===== config.mk =====
export PLATFORM = sky130hd
export DESIGN_NAME = jbus_arbiter
export DESIGN_NICKNAME = d
export VERILOG_FILES = /design/src/rtl/jbus_arbiter_pkg.sv /design/src/rtl/jbus_arbiter_pick.sv /design/src/rtl/jbus_arbiter.sv
export SDC_FILE = /design/constraint.sdc
export NUM_CORES = 1
export LEC_CHECK = 0
export CAP_MARGIN = 40
export CORE_MARGIN = 8
export CORE_UTILIZATION = 42
export DETAILED_ROUTE_END_ITERATION = 16
export PLACE_DENSITY_LB_ADDON = 0.2
export SETUP_SLACK_MARGIN = 0.15
export SYNTH_ARGS = -nofsm -noshare
export SYNTH_HDL_FRONTEND = slang
export SYNTH_SLANG_ARGS = --single-unit

===== constraint.sdc =====
create_clock -name wclk -period 2.3 [get_ports wclk]
set_clock_uncertainty 0.05 [all_clocks]
set_input_delay 0.46 -clock wclk [delete_from_list [all_inputs] [get_ports wclk]]
set_output_delay 0.46 -clock wclk [all_outputs]
set_load 0.02 [all_outputs]

===== src/rtl/jbus_arbiter_pkg.sv =====
// Shared definitions for the jbus round-robin arbiter.
// State encodings and transfer phase lengths.
package jbus_arbiter_pkg;

    localparam logic [1:0] S_IDLE = 2'd0;
    localparam logic [1:0] S_EN   = 2'd1;
    localparam logic [1:0] S_SET  = 2'd2;
    localparam logic [1:0] S_HOLD = 2'd3;

    localparam int EN_CYCLES   = 1;
    localparam int SET_CYCLES  = 1;
    localparam int HOLD_CYCLES = 1;
    localparam int XFER_CYCLES = EN_CYCLES + SET_CYCLES + HOLD_CYCLES;

endpackage


===== src/rtl/jbus_arbiter_pick.sv =====
// Round-robin winner search and index-to-one-hot decoder
// used by the jbus arbiter.
module jrr_pick
    import jbus_arbiter_pkg::*;
#(
    parameter int N  = 4,
    parameter int NW = 2
) (
    input  logic [N-1:0]  breq_masked,
    input  logic [NW-1:0] ptr,
    output logic          found,
    output logic [NW-1:0] idx
);

    logic [NW-1:0] cand;

    // Walk N slots starting just after ptr, wrapping at N (not 2**NW).
    always_comb begin
        found = 1'b0;
        idx   = '0;
        cand  = ptr;
        for (int i = 0; i < N; i++) begin
            cand = (cand == NW'(N - 1)) ? '0 : cand + NW'(1);
            if (!found && breq_masked[cand]) begin
                found = 1'b1;
                idx   = cand;
            end
        end
    end

endmodule

module jdecoder #(
    parameter int W = 2,
    parameter int M = 4
) (
    input  logic [W-1:0] sel,
    output logic [M-1:0] dec
);

    always_comb begin
        dec = '0;
        for (int i = 0; i < M; i++) begin
            dec[i] = (sel == W'(i));
        end
    end

endmodule


===== src/rtl/jbus_arbiter.sv =====
// Round-robin owner scheduler for the shared 8-bit bus:
// sequences enable/set/hold for each granted transfer.
module jbus_arbiter
    import jbus_arbiter_pkg::*;
#(
    parameter int N  = 4,
    parameter int NW = 2
) (
    input  logic         wclk,
    input  logic         wreset_n,
    input  logic [N-1:0] breq,
    input  logic [N-1:0] bbus1,
    output logic [N-1:0] bgnt,
    output logic         wenable,
    output logic         wset,
    output logic         wbus1,
    output logic [N-1:0] back,
    output logic         wbusy
);

    logic [1:0]    state;
    logic [NW-1:0] ptr;
    logic [NW-1:0] gidx;
    logic [NW-1:0] pick;
    logic          found;
    logic          busy;
    logic [N-1:0]  onehot;
    logic [N-1:0]  masked;

    assign busy    = (state != S_IDLE);
    assign bgnt    = onehot & {N{busy}};
    assign masked  = breq & ~bgnt;
    assign wenable = busy;
    assign wset    = (state == S_SET);
    assign back    = (state == S_HOLD) ? bgnt : '0;
    assign wbusy   = busy;

    jrr_pick #(
        .N  (N),
        .NW (NW)
    ) u_pick (
        .breq_masked (masked),
        .ptr         (ptr),
        .found       (found),
        .idx         (pick)
    );

    // Only indices below N are ever latched, so N outputs suffice.
    jdecoder #(
        .W (NW),
        .M (N)
    ) u_dec (
        .sel (gidx),
        .dec (onehot)
    );

    always_ff @(posedge wclk or negedge wreset_n) begin
        if (!wreset_n) begin
            state <= S_IDLE;
            ptr   <= NW'(N - 1);
            gidx  <= '0;
            wbus1 <= 1'b0;
        end else begin
            unique case (state)
                S_IDLE, S_HOLD: begin
                    if (found) begin
                        state <= S_EN;
                        gidx  <= pick;
                        ptr   <= pick;
                        wbus1 <= bbus1[pick];
                    end else begin
                        state <= S_IDLE;
                        wbus1 <= 1'b0;
                    end
                end
                S_EN:  state <= S_SET;
                S_SET: state <= S_HOLD;
            endcase
        end
    end

endmodule

### I/O pins on the die edge

Pins as bars across the die edge, other pins in gray.
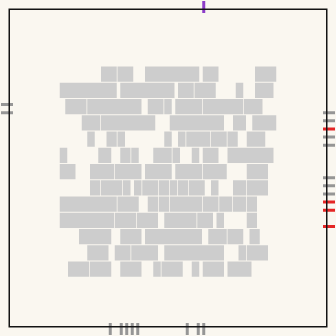
- `wset`: purple (pins 1; direction output; edge top)
- `back`: red (pins 4; direction output; edge right)
- all pins by edge: 11 right, 8 bottom, 2 left, 1 top

### The clock network

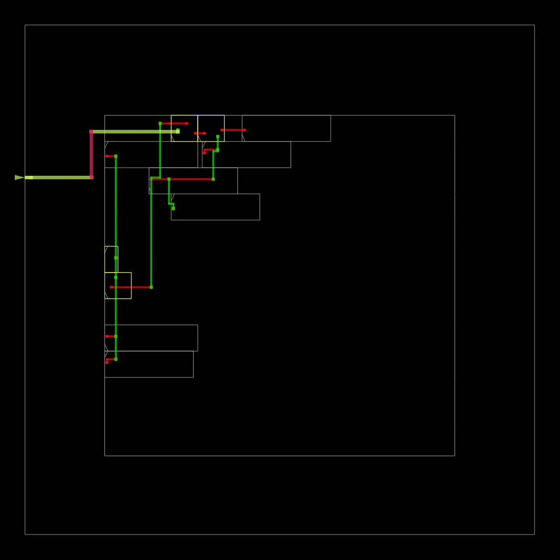
clock-net power: 0.105 mW
flop count: 7

### Signal wires by layer

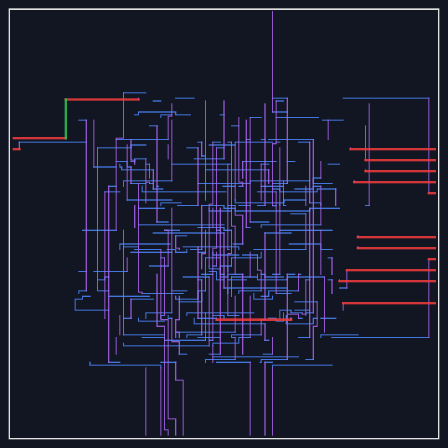
- met2: purple (wire length 840 um)
- met4: green (wire length 4.80 um)
- met1: blue (wire length 622 um)
- met3: red (wire length 117 um)

==> per-layer routing <==
metal | vias up | global-route usage, % | part of all wire [%]
li1 | 287 | - | -
met1 | 261 | 11.1 | 39
met2 | 15 | 19.9 | 53
met3 | 2 | 3.08 | 7.4
met4 | 0 | 5.17 | 0.25
met5 | - | 0 | 0
==> layout make-up <==
class / count / area [um^2]
multi-input combinational: 41 / 409
fill: 108 / 324
timing repair buffer: 32 / 284
sequential: 7 / 178
inverter: 12 / 45.0
clock buffer: 4 / 26.3
tap: 15 / 18.8
==> worst max-delay path: stages (launching register included) <==
cell and delay (ns):
dfrtp_1 0.36, inv_2 0.06, ha_4 0.15, or3b_4 0.38
buf_6 0.14, buf_4 0.12, a2111oi_2 0.40, a211oi_2 0.09
a21bo_2 0.23, o221ai_2 0.12
==> registers in the layout, summed over array words and instances (netlist names) <==
| signal | cells |
|---|---|
| wbus1 | 1 |
| ptr | 2 |
| gidx | 2 |
| state | 2 |
==> worst max-delay path by stage <==
stage,start,endpoint
final,state[0]$_DFF_PN0_,wbus1$_DFFE_PN0N_
after floorplan,state[0]$_DFF_PN0_,wbus1$_DFFE_PN0N_
after global routing,state[0]$_DFF_PN0_,wbus1$_DFFE_PN0N_
after global placement,state[0]$_DFF_PN0_,back[1]
after CTS,state[0]$_DFF_PN0_,back[0]
after detailed placement,state[0]$_DFF_PN0_,back[1]
==> power groups by stage <==
stage / registers [mW] / logic, mW / clock network, mW
global route: 0.268 / 1.29 / 0.125
CTS: 0.258 / 1.04 / 0.112
finish: 0.261 / 1.19 / 0.105
detailed placement: 0.254 / 1.03 / 0
global placement: 0.248 / 1.02 / 0
floorplan: 0.261 / 0.641 / 0
==> out/qor.csv <==
stage;metric;value;unit
run_status;outcome;finished clean;
yosys;Post-Syn Instances;61;
clock_network;Root Driver;clkbuf_4;
clock_network;Clock Tree Buf Depth;2;
yosys;most frequent cells after synthesis;inv_1, dfrtp_1, o21ai_0;
yosys;Top logic family;AND-OR/OR-AND gates;
worst_setup_path;critical path class;reg -> reg;
floorplan;Core Util at FP;44.5;%
floorplan;die width;52.9;um
clock_network;post-CTS setup buffer count;0;
yosys;Multiplexer share;3.50;%
power_and_ir_drop;Power, Total;1.56;mW
global_routing;vias in the first global route;534;
drt;DR vias;565;
worst_setup_path;worst reg2reg path endpoint;wbus1$_DFFE_PN0N_;
worst_setup_path;Critical Path Sink Type;register;
clock_network;clock latency at the later pin of the worst-skew pair;0.24;ns
timing;final setup fails;0;
timing;fmax;457;MHz
power_and_ir_drop;Psw;0.715;mW
yosys;synthesized cell area;572;um^2
timing;Slew Viols, Final;0;
yosys;Synth flops;7;
power_and_ir_drop;PwrDens;1620;mW/mm^2
clock_network;Worst-path clk slew;0.05;ns
global_routing;gr ovfl total;0;
yosys;XORs/XNORs by Area;0;%
cells_and_area;nets;111;
placed_design;worst slack, placed;-0.0134;ns
floorplan;Core Box Area;0.00128;mm^2
drt;WL final;1.58;mm
clock_network;TritonCTS Buffers;3;
timing;final hold violation count;0;
yosys;count leader, synth;inv_1;
yosys;area leader, netlist;dfrtp_1;
yosys;register share after synthesis;31.1;%
timing;Hold Slack;0.424;ns
drt;Detail Route Antenna Nets;0;
clock_network;clock sinks;7;
yosys;yosys cell count;61;
cells_and_area;n_diodes;0;
global_routing;first-pass GRT wire length;2.37;mm
timing;Fin Setup TNS;0;ns
floorplan;die area;0.00280;mm^2
cells_and_area;Area Growth Syn to Fin;68.1;%
yosys;mean post-synth cell area;9.37;um^2
worst_setup_path;Critical Path RT;2.41;ns
floorplan;IO Count;22;
drt;WL/cell;14.3;um
timing;max_slew headroom;73.4;%
clock_network;CTS resizes;28;
power_and_ir_drop;Pleak;0.431;nW
yosys;Post-Synth Simple-Gate Area;18.6;%
cells_and_area;Final Core Density;74.8;%
power_and_ir_drop;Clk pwr share;6.7;%
yosys;dominant register cell;dfrtp_1;
power_and_ir_drop;Sw Share;45.8;%
drt;drt first pass iters;4;
clock_network;Post-CTS Hold Buffers;0;
drt;via-per-instance ratio;5.09;
global_routing;initial antenna violation count;0;
cells_and_area;share of layout cells above drive strength 1;42.7;%
yosys;Adder Area Share;8.75;%
cells_and_area;Top cells excl fill/tap;clkdlybuf4s50_1, buf_4, inv_1;
placed_design;Port Buf Inserts;21;
global_routing;total track usage;11.0;%
yosys;Top-area cell share;21.9;%
worst_setup_path;Worst setup SP type;register;
worst_setup_path;Worst Path Max Fanout;3;
placed_design;RD Place Congestion;0.811;
cells_and_area;filler-free cell count of the finished design;111;
cells_and_area;final instance area;961;um^2
flow_run;OpenROAD warnings;29;
yosys;aoi share;28.9;%
power_and_ir_drop;worst vdd ir;0.000938;V
placed_design;placed cell areas;853;um^2
worst_setup_path;FF-to-FF path depth;9;
min_path;Hold/Removal Path Class;in -> async;
timing;final worst path period need;2.19;ns
timing;final worst-path cycle share;95.1;%
power_and_ir_drop;sequential group share of total power;16.7;%
flow_run;total of max-cap violations;0;
floorplan;chip height;52.9;um
worst_setup_path;Crit path arrival time;2.30;ns
worst_setup_path;R2R setup slack;0.11;ns
power_and_ir_drop;Int Pwr;0.845;mW
cells_and_area;Top cell excl fill/tap;clkdlybuf4s50_1;
timing;worst slew pin tran;0.398;ns
yosys;top cells by area, synth;dfrtp_1, dfstp_2, ha_1, inv_1, a311oi_4;
yosys;Post-Syn Nets;75;
power_and_ir_drop;Combinational Power Share;76.6;%
yosys;synthesis area per yosys;572;um^2
placed_design;DP HPWL;1.17;mm
placed_design;placed insts;104;
timing;RSZ-0062 raised after global routing;yes;
drt;number of remaining DRC errors;0;
global_routing;largest net degree at the start of global routing;8;
yosys;share of flip-flops with an asynchronous set or reset;100;%
clock_network;TritonCTS clock tree;yes;
yosys;Ys Warns;0;
Power figures rest on the tool's default switching activity, not on a simulated workload.
